## src/rtl/trng_postproc.sv

```systemverilog
// ---------------------------------------------------------------------------
// trng_postproc
//
// Post-processing for the ring-oscillator TRNG. Raw sampled bits are
// optionally von Neumann debiased and then shifted into a key register.
// When a full key has been assembled, it is held for the consumer. A
// repetition-count health test watches every raw bit. If the source
// sticks, the block latches a failure and zeroes the key until cleared.
//
// Parameters
//   N_BITS_KEY  key width in bits (2..1024)
//   REP_CUTOFF  repetition-count threshold on raw bits (2..255)
//   VN_EN       1: von Neumann debiasing, 0: raw passthrough
//
// Ports
//   clk_i          clock, rising edge
//   rst_i          asynchronous active-high reset
//   enable_i       run when high; low drops to IDLE and discards the key
//   raw_bit_i      sampled ring-oscillator bit
//   raw_valid_i    raw_bit_i is valid this cycle
//   clear_i        pulse that clears a latched health failure
//   key_o          assembled key, first emitted bit in the MSB
//   key_valid_o    key_o is complete and stable
//   key_ready_i    consumer accepts key_o
//   health_fail_o  sticky repetition-count failure flag
// ---------------------------------------------------------------------------
module trng_postproc #(
    parameter int N_BITS_KEY = 128,
    parameter int REP_CUTOFF = 32,
    parameter int VN_EN      = 1
) (
    input  logic                  clk_i,
    input  logic                  rst_i,
    input  logic                  enable_i,
    input  logic                  raw_bit_i,
    input  logic                  raw_valid_i,
    input  logic                  clear_i,
    output logic [N_BITS_KEY-1:0] key_o,
    output logic                  key_valid_o,
    input  logic                  key_ready_i,
    output logic                  health_fail_o
);

    localparam int                CW      = $clog2(N_BITS_KEY + 1);
    localparam logic [CW-1:0]     KEY_LEN = CW'(N_BITS_KEY);
    localparam logic [7:0]        CUTOFF  = 8'(REP_CUTOFF);
    localparam logic [7:0]        RUN_MAX = 8'd255;

    typedef enum logic [1:0] {
        IDLE,
        COLLECT,
        FULL,
        FAIL
    } state_t;

    state_t                  state_q;
    state_t                  state_d;
    logic [N_BITS_KEY-1:0]   key_q;
    logic [N_BITS_KEY-1:0]   key_d;
    logic [CW-1:0]           count_q;
    logic [CW-1:0]           count_d;
    logic [CW-1:0]           count_inc;
    logic [7:0]              run_len_q;
    logic [7:0]              run_len_d;
    logic [7:0]              run_next;
    logic                    prev_bit_q;
    logic                    prev_bit_d;
    logic                    vn_second_q;
    logic                    vn_second_d;
    logic                    vn_first_q;
    logic                    vn_first_d;
    logic                    fail_q;
    logic                    fail_d;
    logic                    health_event;
    logic                    emit_valid;
    logic                    emit_bit;
    logic                    pairing_active;

    // Repetition-count test. A run length of zero means "no previous bit
    // seen since leaving IDLE or FAIL", so the next valid bit starts a fresh
    // run of 1 regardless of the stale prev_bit_q. The test stays armed in
    // FAIL so that a source which is still stuck keeps the failure latched.
    always_comb begin
        run_next = 8'd1;
        if ((run_len_q != 8'd0) && (raw_bit_i == prev_bit_q)) begin
            run_next = (run_len_q == RUN_MAX) ? RUN_MAX : run_len_q + 8'd1;
        end
        health_event = (state_q != IDLE) && raw_valid_i && (run_next >= CUTOFF);
    end

    // Debiasing. With VN enabled a bit is emitted only when the second bit
    // of a pair differs from the first, and the emitted value is the first
    // bit (10 -> 1, 01 -> 0). Without VN every valid raw bit is emitted.
    always_comb begin
        emit_valid = 1'b0;
        emit_bit   = raw_bit_i;
        if (VN_EN != 0) begin
            emit_valid = raw_valid_i && vn_second_q && (vn_first_q != raw_bit_i);
            emit_bit   = vn_first_q;
        end else begin
            emit_valid = raw_valid_i;
        end
    end

    // Pairs are only formed while bits are being accepted or held, so the
    // phase is always "first" on entry to COLLECT from IDLE or FAIL.
    assign pairing_active = (state_q == COLLECT) || (state_q == FULL);
    assign count_inc      = count_q + CW'(1);

    // Next-state and datapath. Ordinary FSM behaviour is resolved first; a
    // health event then overrides everything, including a simultaneous
    // handshake, key completion, enable drop or clear.
    always_comb begin
        state_d     = state_q;
        key_d       = key_q;
        count_d     = count_q;
        run_len_d   = run_len_q;
        prev_bit_d  = prev_bit_q;
        vn_second_d = vn_second_q;
        vn_first_d  = vn_first_q;
        fail_d      = fail_q;

        if (state_q == IDLE) begin
            run_len_d = 8'd0;
        end else if (raw_valid_i) begin
            run_len_d  = run_next;
            prev_bit_d = raw_bit_i;
        end

        if (pairing_active && raw_valid_i && (VN_EN != 0)) begin
            vn_second_d = ~vn_second_q;
            if (!vn_second_q) begin
                vn_first_d = raw_bit_i;
            end
        end

        case (state_q)
            IDLE: begin
                if (enable_i) begin
                    state_d = COLLECT;
                end
            end
            COLLECT: begin
                if (!enable_i) begin
                    state_d     = IDLE;
                    key_d       = '0;
                    count_d     = '0;
                    vn_second_d = 1'b0;
                end else if (emit_valid) begin
                    key_d   = {key_q[N_BITS_KEY-2:0], emit_bit};
                    count_d = count_inc;
                    if (count_inc == KEY_LEN) begin
                        state_d = FULL;
                    end
                end
            end
            FULL: begin
                if (!enable_i) begin
                    state_d     = IDLE;
                    key_d       = '0;
                    count_d     = '0;
                    vn_second_d = 1'b0;
                end else if (key_ready_i) begin
                    state_d = COLLECT;
                    key_d   = '0;
                    count_d = '0;
                end
            end
            FAIL: begin
                if (clear_i && !health_event) begin
                    state_d   = IDLE;
                    fail_d    = 1'b0;
                    run_len_d = 8'd0;
                end
            end
            default: begin
                state_d = IDLE;
            end
        endcase

        if (health_event) begin
            state_d     = FAIL;
            fail_d      = 1'b1;
            key_d       = '0;
            count_d     = '0;
            vn_second_d = 1'b0;
        end
    end

    // State register.
    always_ff @(posedge clk_i or posedge rst_i) begin
        if (rst_i) begin
            state_q <= IDLE;
        end else begin
            state_q <= state_d;
        end
    end

    // Datapath registers: key, bit count, health test and VN pair phase.
    always_ff @(posedge clk_i or posedge rst_i) begin
        if (rst_i) begin
            key_q       <= '0;
            count_q     <= '0;
            run_len_q   <= 8'd0;
            prev_bit_q  <= 1'b0;
            vn_second_q <= 1'b0;
            vn_first_q  <= 1'b0;
            fail_q      <= 1'b0;
        end else begin
            key_q       <= key_d;
            count_q     <= count_d;
            run_len_q   <= run_len_d;
            prev_bit_q  <= prev_bit_d;
            vn_second_q <= vn_second_d;
            vn_first_q  <= vn_first_d;
            fail_q      <= fail_d;
        end
    end

    // key_valid_o comes straight from the state register, so it never has a
    // combinational path from key_ready_i.
    assign key_o         = key_q;
    assign key_valid_o   = (state_q == FULL);
    assign health_fail_o = fail_q;

endmodule

```

## config.mk

```make
export PLATFORM = sky130hd
export DESIGN_NAME = trng_postproc
export DESIGN_NICKNAME = d
export VERILOG_FILES = /design/src/rtl/trng_postproc.sv
export SDC_FILE = /design/constraint.sdc
export NUM_CORES = 1
export LEC_CHECK = 0
export CORE_MARGIN = 1
export CORE_UTILIZATION = 46
export DETAILED_ROUTE_END_ITERATION = 10
export HOLD_SLACK_MARGIN = 0.08
export PLACE_DENSITY = 0.76
export REMOVE_ABC_BUFFERS = 1
export SLEW_MARGIN = 40
export SYNTH_ARGS = -nofsm -noshare
export SYNTH_HDL_FRONTEND = slang
export SYNTH_SLANG_ARGS = --single-unit
```

## constraint.sdc

```tcl
create_clock -name clk_i -period 5.3 [get_ports clk_i]
set_input_delay 1.325 -clock clk_i [delete_from_list [all_inputs] [get_ports clk_i]]
set_output_delay 1.325 -clock clk_i [all_outputs]
set_load 0.05 [all_outputs]
```

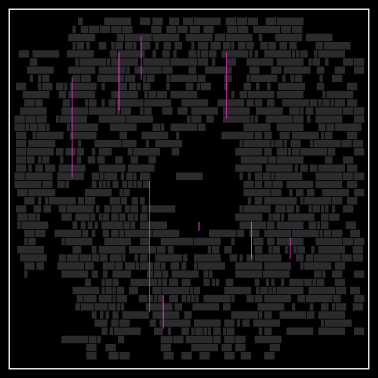
**Above:** run 1 (signal wires on met4).
Scale: 3 px per um. Cells faint in the background.
The longest straight run is 43.5 um. The layer carries 165 um of wire. The layer holds 1.1% of the routed length. 5 nets have wire on it. The wires run mostly vertical.
routed via count: 5084
final WL: 14400 um

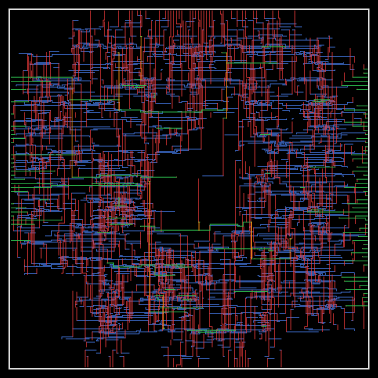
**Above:** run 1 (metal layers overlaid).
Scale: 3 px per um.
metal 2: drawn in red, wire length 6840 um. metal 4: drawn in orange, wire length 165 um. metal 1: drawn in blue, wire length 6540 um. metal 3: drawn in green, wire length 829 um.

==> deck_impl_summary.md, run 1 <==
Run Summary

Status
  • Status: finished, final reports clean

Pwr
  • Comb pwr share: 15.5%
  • Clock power share: around 43%
  • Sequential share of power: 41.5%
  • LEAKAGE: 3.86 nW
  • Sw Pwr: approximately 0.82 mW
  • Pwr per Cell Area: 345 mW/mm2
  • Sw frac: 28.6%
  • Worst vdd ir: 0.217 mV
  • Pint: 2.06 mW

Routing
  • Antenna-violating nets left: 0
  • Drt pass-1 iters: 5
  • 1st-iter DRT viols: 539
  • Avg Vias per Cell: 5.68
  • Residual DRC count: 0

Clocking
  • Total CTS buffers: 17
  • # hold bufs at CTS: 0
  • H-tree depth: 4
  • CTS resizes: 0
  • Clock buffer depth: 2
  • Clock root cell: clkbuf_16
  • Clk pin slew, worst setup/hold paths: 0.06 ns
  • Clk ins delay skew pair: 0.42 ns
  • CTS tree: built
  • Setup bufs post-CTS: 0
  • # clock sinks: 150

Final timing
  • Final hold vios: 0
  • Slew margin rel.: around half
  • Min Tclk post-route: around 3.4 ns
  • Max-slew violation count: 0
  • Setup WS post-layout: 1.86 ns
  • Worst hold margin: 0.476 ns
  • Final setup fails: 0
  • Total negative setup slack: 0 ns
  • Fin crit share: roughly 65%
  • RSZ-0062 raised after global routing: no
  • Slew @ Worst Pin: 0.755 ns
  • Setup Skew: 0.00637 ns
  • Fmax: approximately 290 MHz

Global route
  • Largest net degree at the start of global routing: roughly 95
  • Number of global-route vias before repair: 4784
  • Grt total ovfl: 0
  • First-pass GRT wire length: 23800 um
  • Initial antenna violation count: 0

Final layout
  • Antenna cells: 0
  • Share of layout cells above drive strength 1: 6.54%
  • Final #Nets: between 700 and 800
  • Area growth syn-to-layout: 32.0%
  • Non-filler cells, final: 895

Logic synthesis
  • AND-OR/OR-AND Cells, Area Fraction: 20.2%
  • Mapped Area: 0.00633 mm2
  • Simple Share, Synth: 13.1%
  • Post-Synthesis Cells: roughly 590
  • Yosys adder share: 1.58%
  • Area reported by Yosys stat: around 0.0063 mm2
  • Top cells by area: dfrtp_1 (59%), a22oi_1 (15%), nor2_1 (8.2%), buf_2 (2.1%), buf_6 (1.6%)
  • Ys cells: between 500 and 600
  • Post-synthesis mux area share: 0.672%
  • Post-Synth XOR/XNOR Area: 0.277%
  • Synth top area share: 59.3%
  • #FFs+latches synth: about 150
  • Synth Seq Share: roughly 59%
  • Top_reg_cell synth: dfrtp_1
  • Avg Cell Area, Syn: 10.8 um2
  • Cell Type Count: 43
  • Number of enable flip-flop cells: 0
  • Top cell type by total area after synthesis: dfrtp_1
  • Yosys warnings: 0
  • Dominant combinational family: AND-OR/OR-AND gates
  • Post-synth ARST share: 100%

Worst setup path
  • Worst path arrival time: 3.77 ns
  • CP cell instances: clkdlybuf4s50_1, nor2b_1, nand2_1, nor2_4, buf_4, a22oi_1, nor2_1
  • Reg2reg setup slack: 2.72 ns
  • Crit path largest cell delay: 0.63 ns
  • Crit path max-delay family: simple AND/OR/NAND/NOR gates
  • Critical Path Start Type: input port
  • CP max FO: approximately 46
  • Worst EP required: 5.64 ns
  • Critical path type: in2reg
  • CP Buf/Inv Count: 2
  • CP Capture Type: register
  • Slowest CP cell: clkdlybuf4s50_1

Place
  • PortBufs: 136
  • DP HPWL: 9180 um
  • Final GP Congestion: ~0.79
  • Placed cell count: 863
  • Pre-CTS WS: between 1 and 1.5 ns

Die
  • Boundary Pins: ~140
  • FP Core Util: 47.5%
  • Die width: 119 um
  • Rows: 42
  • Core footprint: 0.0133 mm2
  • Die Y: ~120 um
  • Die area: 0.0142 mm2

Flow run
  • Tool warnings: 29
  • Max-cap viol count: 0

Min path
  • Hold Path Class: reg2reg
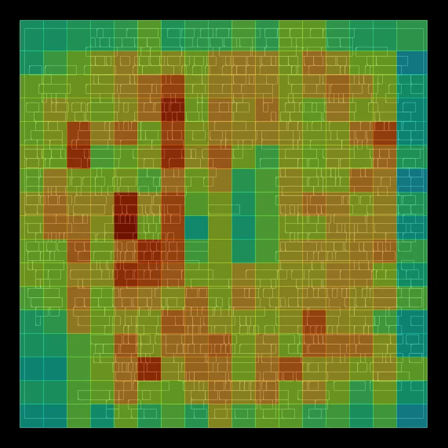
**Above:** run 1 (congestion heat map).
routing usage on met2: 31.9%
GR peak layer: met2
wire per inst: 16.1 um
Finished Core Util: 62.6%
GRT Util Overall: 21.1%

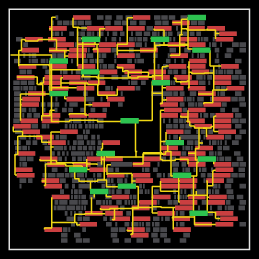
**Above:** run 1 (clock wires, drivers and flops).
Scale: 2 px per um.
flip-flops: drawn in red, count 150. clock drivers: drawn in green, count 17. clock wires: drawn in yellow, length 1720 um.
Position of the flops: widely spread.

-- run 1: worst register-to-register path: stages (launching register included) --
cell     delay [ns]
dfrtp_1        0.41
inv_1          0.09
ha_1           0.25
nor2b_1        0.38
nand2_1        0.18
nor2_4         0.40
buf_4          0.51
a22oi_1        0.16
nor2_1         0.13
-- run 1: flip-flops by register name, summed over array words and instances, names as in the netlist --
signal,count
prev_bit_q,1
count_q,8
vn_second_q,1
state_q,2
health_fail_o,1
run_len_q,8
emit_bit,1
key_o,128
-- run 1: placed cells by master, fill, tap and decap left out, drive strengths merged, types with 2 or more instances in the layout --
master,count
dfrtp,150
nor2,139
clkdlybuf4s50,136
a22oi,129
clkbuf,21
nand2,18
a21oi,13
buf,10
inv,10
and3,8
ha,8
nor2b,7
nand2b,7
nand3,6
a211oi,6
o21bai,5
o21ai,5
a31oi,4
a311oi,4
clkinv,4
bufinv,3
mux2i,2
and2,2
mux2,2
clkinvlp,2
-- run 1: per-layer routing --
layer  share of wire, %  global-route usage [%]  vias to the layer above
met5                  0                       0                        -
met4                1.1                    8.05                        0
met3                5.8                    5.80                       21
met2                 48                    31.9                      176
met1                 46                    28.9                     2533
li1                   -                       -                     2354
-- run 1: area by class of cell --
class | instances | area, um2
multi-input combinational | 383 | 2290
inverter | 8 | 37.5
tap | 176 | 220
timing repair buffer | 146 | 1440
clock buffer | 21 | 470
sequential | 150 | 3750
fill | 1089 | 4990
clock inverter | 11 | 146
-- run 1: Yosys cell counts, types with 2 or more instances --
master      n
dfrtp_1   150
nor2_1    139
a22oi_1   129
buf_2      26
nand2_1    18
a21oi_1    13
clkbuf_1   12
buf_6       9
and3_1      8
ha_1        8
inv_1       8
nand2b_1    7
nor2b_1     7
nand3_1     6
a211oi_1    5
o21bai_1    5
a311oi_1    4
a31oi_1     4
o21ai_0     4
and2_1      2
mux2_2      2
mux2i_1     2
-- run 1: per-stage QoR --
| stage | instance area [um2] | power, mW |
|---|---|---|
| after floorplan | 6050 | 1.51 |
| after global placement | 7730 | 1.65 |
| after detailed placement | 7730 | 1.67 |
| after CTS | 8350 | 2.91 |
| after global routing | 8360 | 3.02 |
| final | 8360 | 2.88 |
-- run 1: power groups by stage --
stage | Sequential [mW] | Clock (mW) | Combinational [mW]
floorplan | 1.22 | 0 | 0.289
global placement | 1.22 | 0 | 0.434
detailed placement | 1.22 | 0 | 0.450
CTS | 1.20 | 1.27 | 0.449
global route | 1.20 | 1.32 | 0.497
finish | 1.20 | 1.24 | 0.446
-- run 1: kinds of logic after synthesis --
group	Yosys count
flip-flops	150
XOR/XNOR	2
adder cells (fa/ha/maj)	8
AND-OR/OR-AND	174
buffers and inverters	56
multiplexers	4
AND/OR/NAND/NOR	195
-- run 1: worst paths after layout --
path	start	endpoint	depth (start not counted)
worst max-delay path	enable_i	key_o[93]	7
worst min-delay path	health_fail_o	health_fail_o	1
worst max register to register	state_q[0]	key_o[93]	8
worst min register to register	health_fail_o	health_fail_o	1
max in group asynchronous	rst_i	key_o[39]	3
min in group asynchronous	rst_i	key_o[80]	2
**Run 1: zoomed window**

Region (80, 20) to (100, 40) um. Cells in grey, sequential cells in the stronger grey; small squares are vias.
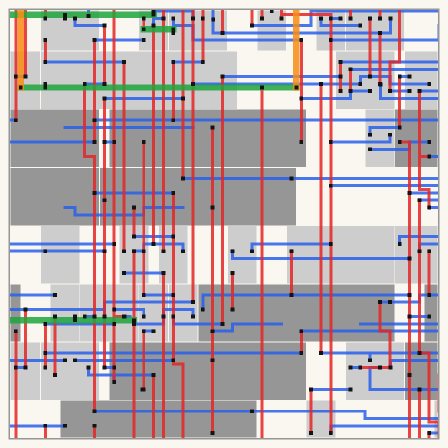

## Run 2: what changed since run 1
==> constraint.sdc (replaced) <==
create_clock -name clk_i -period 3.07 [get_ports clk_i]
set_input_delay 0.7675 -clock clk_i [delete_from_list [all_inputs] [get_ports clk_i]]
set_output_delay 0.7675 -clock clk_i [all_outputs]
set_load 0.05 [all_outputs]
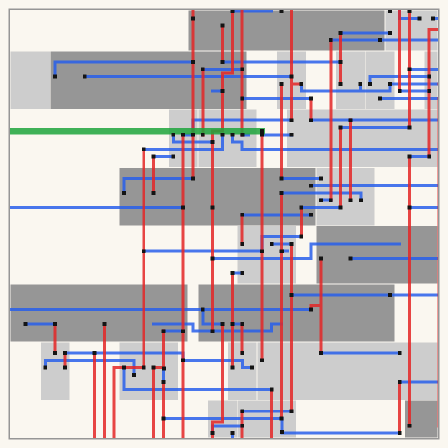
**Above:** run 2 (zoomed window).
Region (80, 20) to (100, 40) um. Cells in grey, sequential cells in the stronger grey; small squares are vias.
metal 1: drawn in blue. metal 3: drawn in green. metal 2: drawn in red.
Netlist names of flops here include key_o (6). Sequential cells in the window: 6. 21 logic cells have their middle in the window. Most frequent: nor2_1 (7), a22oi_1 (6), dfrtp_1 (6).

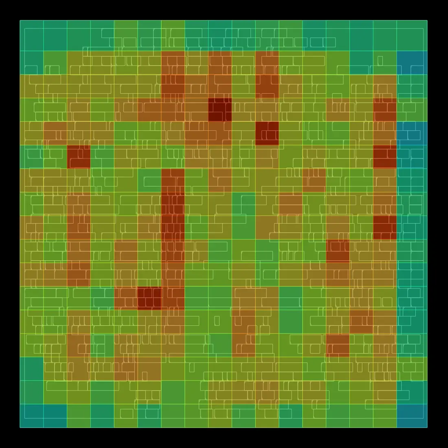
**Above:** run 2 (congestion heat map).
GRT Util Overall: 21.5%
Finished Core Util: 63.0%
wire per inst: 16.3 um

==> run 2 against run 1 <==
Net effect:
- routed wire length up 1.4%
- utilization up 0.35 points
- clock power up 63%
- register-to-register slack worse by 1.9 ns
==> deck_impl_summary.md, run 2 <==
Run Summary

Status
  • Status: finished, final reports clean

Worst setup path
  • Critical Path Start Type: register
  • Critical path type: reg2out
  • Worst EP required: about 2.3 ns
  • CP max FO: 5
  • Worst R2R Path Depth: 6
  • CP Capture Type: output pin
  • Worst path arrival time: 2.06 ns

Final layout
  • Largest register FFs: 128
  • Final #Nets: 722
  • FF/Latch Area: about 0.0038 mm2
  • Share of layout cells above drive strength 1: 6.40%
  • Antenna cells: 0
  • Top cell excl fill/tap: dfrtp_1
  • Top Layout Cells: dfrtp_1 (150), nor2_1 (138), clkdlybuf4s50_1 (136), a22oi_1 (129), nand2_1 (18)
  • Area growth syn-to-layout: 32.7%
  • Logic area: 0.00229 mm2
  • Filler instances: 1075

Clocking
  • Setup bufs post-CTS: 0
  • Clk ins delay skew pair: 0.41 ns
  • CTS tree: built
  • Clock buffer depth: 2
  • H-tree depth: 4
  • Clk pin slew, worst setup/hold paths: 0.06 ns
  • CTS resizes: 0
  • # clock sinks: 150
  • Clock root cell: clkbuf_16
  • # hold bufs at CTS: 0
  • Total CTS buffers: 17

Logic synthesis
  • #FFs+latches synth: roughly 150
  • Most frequent cell after synthesis: dfrtp_1
  • Number of enable flip-flop cells: 0
  • Ys cells: 589
  • Post-synth ARST share: 100%
  • Yosys warnings: 0
  • Synth Seq Share: roughly three fifths
  • Cell Type Count: 43
  • Synth top area share: 59.3%
  • Post-Synthesis Cells: a little under 600
  • Top cell type by total area after synthesis: dfrtp_1
  • Mapped Area: 0.00633 mm2
  • Top cells by area: dfrtp_1 (59%), a22oi_1 (15%), nor2_1 (8.2%), buf_2 (2.1%), buf_6 (1.6%)
  • Avg Cell Area, Syn: 10.8 um2
  • Top_reg_cell synth: dfrtp_1
  • Commonest cells in the netlist: dfrtp_1 (150), nor2_1 (139), a22oi_1 (129)
  • Area reported by Yosys stat: 0.00633 mm2

Routing
  • Antenna-violating nets left: 0
  • Avg Vias per Cell: 5.66
  • Residual DRC count: 0
  • Drt pass-1 iters: 6
  • Routed via count: 5063
  • Final WL: around 15000 um
  • 1st-iter DRT viols: ~540

Final timing
  • RSZ-0062 raised after global routing: no
  • Final hold vios: 0
  • Fmax: 354 MHz
  • Final setup fails: 0
  • Min Tclk post-route: 2.82 ns
  • Fin crit share: ~92%
  • Max-slew violation count: 0
  • Setup WS post-layout: 0.246 ns
  • Total negative setup slack: 0 ns
  • Slew @ Worst Pin: a little under 0.8 ns
  • Slew margin rel.: 47.0%
  • Setup Skew: 0.00884 ns

Die
  • Rows: approximately 42
  • Die Y: approximately 120 um
  • Boundary Pins: 137
  • Die area: between 0.01 and 0.015 mm2
  • Die width: 119 um
  • Core footprint: 0.0133 mm2
  • FP Core Util: 47.5%

Pwr
  • LEAKAGE: a little under 4 nW
  • Worst vdd ir: between 0.5 and 0.6 mV
  • Sw Pwr: approximately 1.4 mW
  • Comb pwr share: 16.8%
  • Sw frac: between 20% and 30%
  • Pint: 3.49 mW
  • Clock power share: approximately two fifths
  • Pwr per Cell Area: 584 mW/mm2
  • Sequential share of power: between 40% and 50%

Global route
  • First-pass GRT wire length: approximately 24000 um
  • Largest net degree at the start of global routing: 93
  • Grt total ovfl: 0
  • Number of global-route vias before repair: 4806
  • Initial antenna violation count: 0

Min path
  • Hold Path Depth: 1
  • Hold Path Class: reg2reg

Place
  • Final GP Congestion: 0.837
  • Pre-CTS WS: 0.213 ns
  • PortBufs: 136
  • DP HPWL: 9190 um

Flow run
  • Tool warnings: 29
  • Max-cap viol count: 0
## run 2: cell types whose count changed in the layout (fill, tap and decap cells not counted), sizes merged
cell | before | now
buf | 10 | 11
bufinv | 3 | 2
clkbuf | 21 | 22
clkinv | 4 | 6
clkinvlp | 2 | 1
inv | 10 | 8
## run 2: cells by family after synthesis
logic type / count (synthesis) / share of synthesized area (%)
fa+ha+maj: 8 / 1.58
mux: 4 / 0.672
buf+inv: 56 / 4.96
xor+xnor: 2 / 0.277
compound gates: 174 / 20.2
flops: 150 / 59.3
simple gates: 195 / 13.1
## run 2: path summary, 6_finish.rpt
path | from | to | slack, ns
worst max-delay path | state_q[0] | key_valid_o | 0.25
worst min-delay path | health_fail_o | health_fail_o | 0.48
max in group asynchronous | rst_i | key_o[120] | 1.64
worst max register to register | run_len_q[0] | state_q[0] | 0.80
min in group asynchronous | rst_i | key_o[80] | 0.76
worst min register to register | health_fail_o | health_fail_o | 0.48
## run 2: power by group through the flow
stage	logic, mW	registers (mW)	clock network [mW]
finish	0.823	2.07	2.02
CTS	0.821	2.07	2.07
floorplan	0.499	2.11	0
global placement	0.788	2.10	0
detailed placement	0.820	2.10	0
global route	0.901	2.07	2.14
## run 2: cell type report
class	instances	share of cell area, %
clock buffers	22	5.64
clock inverters	9	1.21
inverters	8	0.417
multi-input cells	383	27.2
flip-flops and latches	150	44.7
well taps	176	2.62
repair buffers	147	18.2
## run 2: per-layer routing
metal	up-vias	wire length (um)	GRT usage (%)	share of wire, %
li1	2355	-	-	-
met1	2548	6600	28.8	45
met2	156	7070	34.3	48
met3	4	860	6.56	5.9
met4	0	51	5.23	0.35
met5	-	0	0	0
## run 2: through the flow
stage               std cells  power (mW)  hold slack [ns]  cell area (um2)
floorplan                 541        2.61            0.490             6050
global placement          864        2.89            0.474             7830
detailed placement        864        2.92            0.469             7830
CTS                       895        4.95            0.485             8410
global route              895        5.12            0.510             8410
finish                    895        4.91            0.481             8410
## run 2: critical path, stage by stage (launching register included)
cell and delay [ns]:
dfrtp_1 0.41, inv_1 0.11, ha_1 0.28, clkdlybuf4s50_1 0.85
Power is estimated from default activity; no workload was simulated.
